### src/rtl/vc_input_port.sv
// Router input port: per-VC circular flit buffers, XY route computation and
// IDLE/VA/ACTIVE VC state machines that talk to the VC and switch allocators.
module vc_input_port #(
  parameter int VC_NUM      = 2,
  parameter int BUFFER_SIZE = 8,
  parameter int COORD_W     = 2,
  parameter int PAYLOAD_W   = 16,
  parameter int X_CURRENT   = 0,
  parameter int Y_CURRENT   = 0,
  parameter int VC_ID_W     = (VC_NUM > 1) ? $clog2(VC_NUM) : 1,
  parameter int FLIT_W      = 2 + VC_ID_W + PAYLOAD_W
) (
  input  logic                      clk,
  input  logic                      rst,
  input  logic [FLIT_W-1:0]         flit_i,
  input  logic                      valid_i,
  output logic                      credit_valid_o,
  output logic [VC_ID_W-1:0]        credit_vc_o,
  output logic [VC_NUM-1:0]         va_request_o,
  output logic [3*VC_NUM-1:0]       out_port_o,
  input  logic [VC_NUM-1:0]         va_grant_i,
  input  logic [VC_ID_W*VC_NUM-1:0] va_vc_i,
  output logic [VC_NUM-1:0]         sa_request_o,
  input  logic [VC_NUM-1:0]         sa_grant_i,
  output logic [FLIT_W-1:0]         flit_o,
  output logic                      flit_valid_o,
  output logic [2:0]                flit_port_o,
  output logic [VC_NUM-1:0]         error_o,
  output logic [2*VC_NUM-1:0]       state_dbg_o
);

  // Handshakes: a request (va/sa) stays high until granted and a grant only
  // acts in a cycle where its own request is high; valid_i has no back-pressure,
  // the upstream is metered by one credit per flit popped.

  localparam int PTR_W = $clog2(BUFFER_SIZE);
  localparam int CNT_W = PTR_W + 1;
  localparam logic [CNT_W-1:0]   FULL_CNT = CNT_W'(BUFFER_SIZE);
  localparam logic [COORD_W-1:0] X_CUR    = COORD_W'(X_CURRENT);
  localparam logic [COORD_W-1:0] Y_CUR    = COORD_W'(Y_CURRENT);

  localparam logic [1:0] LBL_HEAD     = 2'd0;
  localparam logic [1:0] LBL_BODY     = 2'd1;
  localparam logic [1:0] LBL_TAIL     = 2'd2;
  localparam logic [1:0] LBL_HEADTAIL = 2'd3;

  localparam logic [2:0] PORT_LOCAL = 3'd0;
  localparam logic [2:0] PORT_NORTH = 3'd1;
  localparam logic [2:0] PORT_SOUTH = 3'd2;
  localparam logic [2:0] PORT_WEST  = 3'd3;
  localparam logic [2:0] PORT_EAST  = 3'd4;

  typedef enum logic [1:0] {
    ST_IDLE   = 2'd0,
    ST_VA     = 2'd1,
    ST_ACTIVE = 2'd2
  } vc_state_e;

  logic [FLIT_W-1:0]  r_mem [VC_NUM][BUFFER_SIZE];
  logic [PTR_W-1:0]   r_wr_ptr [VC_NUM];
  logic [PTR_W-1:0]   r_rd_ptr [VC_NUM];
  logic [CNT_W-1:0]   r_count [VC_NUM];
  vc_state_e          r_state [VC_NUM];
  vc_state_e          w_state_nxt [VC_NUM];
  logic [2:0]         r_out_port [VC_NUM];
  logic [VC_ID_W-1:0] r_va_vc [VC_NUM];
  logic [VC_NUM-1:0]  r_error;
  logic               r_credit_valid;
  logic [VC_ID_W-1:0] r_credit_vc;

  logic [FLIT_W-1:0]  w_head [VC_NUM];
  logic [1:0]         w_label [VC_NUM];
  logic [2:0]         w_route [VC_NUM];
  logic [VC_NUM-1:0]  w_empty;
  logic [VC_NUM-1:0]  w_full;
  logic [VC_NUM-1:0]  w_is_head;
  logic [VC_NUM-1:0]  w_is_last;
  logic [VC_ID_W-1:0] w_wr_vc;
  logic [VC_NUM-1:0]  w_wr;
  logic [VC_NUM-1:0]  w_wr_ok;
  logic [VC_NUM-1:0]  w_pop;
  logic [VC_ID_W-1:0] w_pop_vc;
  logic [VC_NUM-1:0]  w_err_set;

  function automatic logic [2:0] xy_route(input logic [FLIT_W-1:0] f);
    logic [COORD_W-1:0] x_d;
    logic [COORD_W-1:0] y_d;
    x_d = f[COORD_W-1:0];
    y_d = f[2*COORD_W-1:COORD_W];
    if (x_d > X_CUR)      return PORT_EAST;
    else if (x_d < X_CUR) return PORT_WEST;
    else if (y_d > Y_CUR) return PORT_SOUTH;
    else if (y_d < Y_CUR) return PORT_NORTH;
    else                  return PORT_LOCAL;
  endfunction

  // Head-of-line view and write decode
  always_comb begin
    w_wr_vc   = flit_i[PAYLOAD_W +: VC_ID_W];
    w_empty   = '0;
    w_full    = '0;
    w_is_head = '0;
    w_is_last = '0;
    w_wr      = '0;
    for (int v = 0; v < VC_NUM; v++) begin
      w_head[v]    = r_mem[v][r_rd_ptr[v]];
      w_label[v]   = w_head[v][FLIT_W-1 -: 2];
      w_route[v]   = xy_route(w_head[v]);
      w_empty[v]   = (r_count[v] == '0);
      w_full[v]    = (r_count[v] == FULL_CNT);
      w_is_head[v] = (w_label[v] == LBL_HEAD) || (w_label[v] == LBL_HEADTAIL);
      w_is_last[v] = (w_label[v] == LBL_TAIL) || (w_label[v] == LBL_HEADTAIL);
      w_wr[v]      = valid_i && (w_wr_vc == VC_ID_W'(v));
    end
  end

  // A full buffer still accepts a write when the same VC pops this cycle.
  always_comb begin
    w_wr_ok = '0;
    for (int v = 0; v < VC_NUM; v++) begin
      w_wr_ok[v] = w_wr[v] && (!w_full[v] || w_pop[v]);
    end
  end

  always_ff @(posedge clk) begin
    for (int v = 0; v < VC_NUM; v++) begin
      if (w_wr_ok[v]) r_mem[v][r_wr_ptr[v]] <= flit_i;
    end
  end

  always_ff @(posedge clk) begin
    if (rst) begin
      for (int v = 0; v < VC_NUM; v++) begin
        r_wr_ptr[v] <= '0;
        r_rd_ptr[v] <= '0;
        r_count[v]  <= '0;
      end
    end else begin
      for (int v = 0; v < VC_NUM; v++) begin
        if (w_wr_ok[v]) r_wr_ptr[v] <= r_wr_ptr[v] + PTR_W'(1);
        if (w_pop[v])   r_rd_ptr[v] <= r_rd_ptr[v] + PTR_W'(1);
        case ({w_wr_ok[v], w_pop[v]})
          2'b10:   r_count[v] <= r_count[v] + CNT_W'(1);
          2'b01:   r_count[v] <= r_count[v] - CNT_W'(1);
          default: r_count[v] <= r_count[v];
        endcase
      end
    end
  end

  // VC FSM: state register
  always_ff @(posedge clk) begin
    if (rst) begin
      for (int v = 0; v < VC_NUM; v++) r_state[v] <= ST_IDLE;
    end else begin
      for (int v = 0; v < VC_NUM; v++) r_state[v] <= w_state_nxt[v];
    end
  end

  // VC FSM: next state; a non-head flit at the front of an idle VC is a protocol error
  always_comb begin
    w_err_set = '0;
    for (int v = 0; v < VC_NUM; v++) begin
      w_state_nxt[v] = r_state[v];
      w_err_set[v]   = w_wr[v] && w_full[v] && !w_pop[v];
      case (r_state[v])
        ST_IDLE: begin
          if (!w_empty[v]) begin
            if (w_is_head[v]) w_state_nxt[v] = ST_VA;
            else              w_err_set[v]   = 1'b1;
          end
        end
        ST_VA:     if (va_grant_i[v]) w_state_nxt[v] = ST_ACTIVE;
        ST_ACTIVE: if (w_pop[v] && w_is_last[v]) w_state_nxt[v] = ST_IDLE;
        default:   w_state_nxt[v] = ST_IDLE;
      endcase
    end
  end

  // VC FSM: outputs and crossbar drive
  always_comb begin
    va_request_o = '0;
    sa_request_o = '0;
    w_pop        = '0;
    w_pop_vc     = '0;
    flit_o       = '0;
    flit_valid_o = 1'b0;
    flit_port_o  = PORT_LOCAL;
    for (int v = 0; v < VC_NUM; v++) begin
      va_request_o[v] = (r_state[v] == ST_VA);
      sa_request_o[v] = (r_state[v] == ST_ACTIVE) && !w_empty[v];
      w_pop[v]        = sa_request_o[v] && sa_grant_i[v];
      if (w_pop[v]) begin
        flit_valid_o = 1'b1;
        flit_o       = {w_label[v], r_va_vc[v], w_head[v][PAYLOAD_W-1:0]};
        flit_port_o  = r_out_port[v];
        w_pop_vc     = VC_ID_W'(v);
      end
    end
  end

  always_ff @(posedge clk) begin
    if (rst) begin
      r_error        <= '0;
      r_credit_valid <= 1'b0;
      r_credit_vc    <= '0;
      for (int v = 0; v < VC_NUM; v++) begin
        r_out_port[v] <= PORT_LOCAL;
        r_va_vc[v]    <= '0;
      end
    end else begin
      r_error        <= r_error | w_err_set;
      r_credit_valid <= |w_pop;
      r_credit_vc    <= w_pop_vc;
      for (int v = 0; v < VC_NUM; v++) begin
        if (r_state[v] == ST_IDLE && w_state_nxt[v] == ST_VA) r_out_port[v] <= w_route[v];
        if (r_state[v] == ST_VA && va_grant_i[v]) r_va_vc[v] <= va_vc_i[VC_ID_W*v +: VC_ID_W];
      end
    end
  end

  always_comb begin
    out_port_o  = '0;
    state_dbg_o = '0;
    for (int v = 0; v < VC_NUM; v++) begin
      out_port_o[3*v +: 3]  = r_out_port[v];
      state_dbg_o[2*v +: 2] = r_state[v];
    end
  end

  assign error_o        = r_error;
  assign credit_valid_o = r_credit_valid;
  assign credit_vc_o    = r_credit_vc;

endmodule

### config.mk
export PLATFORM = sky130hd
export DESIGN_NAME = vc_input_port
export DESIGN_NICKNAME = d
export VERILOG_FILES = /design/src/rtl/vc_input_port.sv
export SDC_FILE = /design/constraint.sdc
export NUM_CORES = 1
export LEC_CHECK = 0
export CAP_MARGIN = 0
export CELL_PAD_IN_SITES_DETAIL_PLACEMENT = 1
export CELL_PAD_IN_SITES_GLOBAL_PLACEMENT = 2
export CORE_ASPECT_RATIO = 0.8
export CORE_MARGIN = 5
export CORE_UTILIZATION = 45
export CTS_CLUSTER_DIAMETER = 120
export DETAILED_ROUTE_END_ITERATION = 8
export GPL_TIMING_DRIVEN = 0
export PLACE_DENSITY = 0.8
export SKIP_CTS_REPAIR_TIMING = 1
export SYNTH_ARGS = -nofsm -noshare
export SYNTH_HDL_FRONTEND = slang
export SYNTH_SLANG_ARGS = --single-unit
export TNS_END_PERCENT = 1
### constraint.sdc
create_clock -name clk -period 4.05 [get_ports clk]
set_input_delay 1.0125 -clock clk [delete_from_list [all_inputs] [get_ports clk]]
set_output_delay 1.0125 -clock clk [all_outputs]
set_load 0.01 [all_outputs]
**The metal 4 layer**

Cells faint in the background.
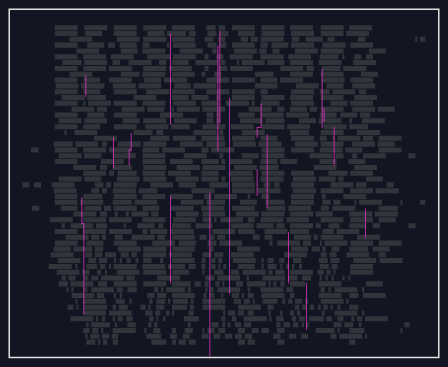
The layer carries 612 microns of wire. 10 nets have wire on it.

**Clock wires, drivers and flops**

Bar = 50 microns.
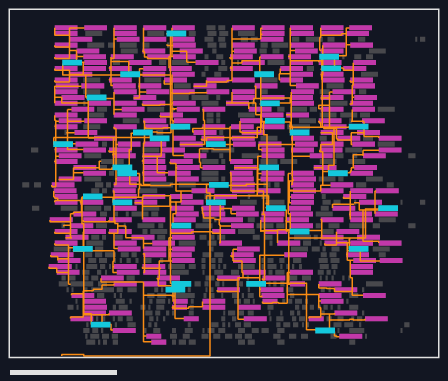
clock wires: drawn in orange, length 3680 microns. flip-flops: drawn in magenta, count 322. cells driving clock nets: drawn in cyan, count 35.
Position of the flops: all over the die.
clock power share: 42.7%
P_clk: 3350 uW
worst-skew pair later-pin latency: 0.50 ns
Layout Skew: 0.0125 ns

**The clock network**

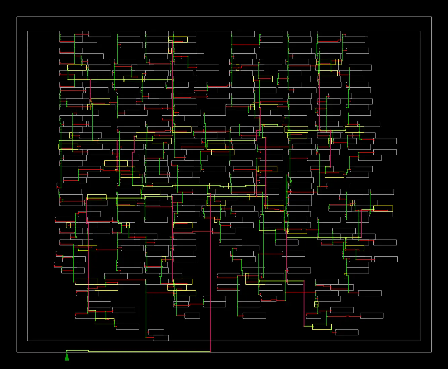
num sequential: 322
# clk buffers: 44
# clock sinks: 322
cts bufs inserted: 35

==> flow_summary.yaml <==
# generated from flow reports
status:
  status: "complete, but fails checks"
  failed_checks: "negative setup slack"
yosys:
  ys_sh_mux_pct: 15.6
  syn_area_sq_mm: 0.0130
  ys_sh_aoi_pct: 2.17
  synth-async-reset-ratio_pct: 0
  yosys-stat-area_sq_mm: 0.0130
  top_area_cell: "edfxtp_1"
  ys_sh_adder_pct: 1.50
  yosys_warnings: 0
  synth_area_per_cell_sq_um: 20.0
  yosys.cell_count.top_type: "edfxtp_1"
  synth-main-ff-cell: "edfxtp_1"
  ys_ff: 322
  logic_family: "multiplexers"
  top_cell_area_share_pct: 72.6
  ys_cells: 650
  ys_sh_simple_pct: 4.22
  synth_cell_types: 52
  syn_inst: 650
  common_cells: "edfxtp_1, mux4_2, mux2i_1, nor2_1"
  xor_share_pct: 0.607
  topCellsByArea: "edfxtp_1, mux4_2, mux2i_1"
  ys_seq_share_pct: 73.9
  edf_count: 314
timing:
  max_slew_margin_pct: 18.6
  finalSetupViolCount: 2
  slew_violations: 0
  worst_slack_ns: -0.0273
  finalCritPeriodShare_pct: 101
  min_period_ns: 4.08
  hold_viol: 0
  max_freq_ghz: 0.245
  setup_tns_ns: -0.0285
  rsz0062_at_grt: "yes"
  worst_pin_slew_ns: 1.22
  holdWs_ns: 0.479
worst_setup_path:
  path_delay_family: "buffers and inverters"
  reg2reg_slack_ns: 1.01
  critical_path_depth: 9
  crit_end: "flit_o[12]"
  cp.required_ns: 3.04
  crit_start: "r_count[1][0]"
  critical_path_class: "reg -> out"
  r2r_end: "r_out_port[0][4]"
  crit_buf_inv: 4
  crit_arrival_ns: 3.06
  end_kind: "output pin"
  cp-start-kind: "register"
  slowest_delay_ns: 0.61
  cp_max_fo: 8
  r2r_start: "r_rd_ptr[0][0]"
  cp_cell_sequence: "inv_1, ha_1, or3b_4, and3_1, buf_6, clkinv_4, nand2_4, o22ai_1, clkdlybuf4s50_1"
  slowest_stage: "clkdlybuf4s50_1"
  r2r_cells: 8
grt:
  antenna_found_initial: 0
  grtUsageMet2_pct: 32.1
  met3_usage_pct: 3.82
  grt_pass1_vias: 7198
  grtUsageMet1_pct: 26.6
  grt_pass1_wl_microns: 46200
  grt_max_degree: 19
  grt_overflow: 0
  grt_use_total_pct: 19.3
  grt_busiest_layer: "met2"
finish:
  mostFrequentLayoutCells: "edfxtp_1, mux4_2, clkdlybuf4s50_1, clkbuf_16, mux2i_1"
  syn2layout_area_growth_pct: 21.1
  final-clk-cell-share_pct: 7.70
  largestClassByArea: "sequential cells"
  largest_register_ffs: 288
  regArea_sq_mm: 0.00959
  sh_seq_area_pct: 61.0
  non_clock_buffer_area_share_pct: 7.55
  final_common_cell: "edfxtp_1"
  nNetsFinal: 822
  final_core_util_pct: 55.4
  n_all_inverters: 13
  num-fill-cells: 2527
  final_area_sq_mm: 0.0157
  drive_gt1_share_pct: 25.5
  instances_no_fill: 1174
  diodes: 0
  buffers: 122
  comb_area_sq_mm: 0.00322
  comb_area_share_pct: 20.5
  comb.multi_input.count: 285
place:
  dp_slack_ns: 0.00373
  place_congestion: 0.746
  placed_cell_area_sq_mm: 0.0144
  post-dp-hpwl_microns: 21400
  io_buffer_count: 65
  dp.cells: 1110
power:
  powerSeq_uw: 3820
  ir_drop_uv: 241
  power.net_switching_uw: 1670
  finalPower_uw: 7840
  p_leak_uw: 0.00543
  p_seq_share_pct: 48.7
  p_comb_uw: 673
  top_power_group: "sequential cells"
  power.density_mw_per_mm2: 499
  swShare_pct: 21.3
  p_int_uw: 6180
  combPwrFrac_pct: 8.6
detailed_routing:
  drc: 0
  routed_wl_microns: 31200
  drt_iter0_drc: 593
  wl_per_cell_microns: 26.6
  via_per_inst: 5.70
  vias: 6696
  ant_nets: 0
  dr_wl_met2_microns: 15600
  top_layer: "met4"
  wl_met1_microns: 13200
  drtPass1Iterations: 4
  wl_met3_microns: 1710
clock_network:
  h-tree-depth: 2
  clkTransAtPathRegs_ns: 0.06
  cts_root_buf: "clkbuf_16"
  cts_tree: "yes"
  cts_max_path_buffers: 3
die:
  io_pins: 69
  fp.dieH_microns: 162
  die_area_sq_mm: 0.0324
  rows: 55
  taps: 370
  fp_util_pct: 45.8
  die_w_microns: 200
  core_sq_mm: 0.0284
min_path:
  hp-start: "error_o[1]"
  whs_path_depth: 2
  hp-class: "reg -> reg"
  hold_end: "error_o[1]"
job:
  warning_count: 31
  max-cap-violations: 0
Power is estimated from default activity; no workload was simulated.
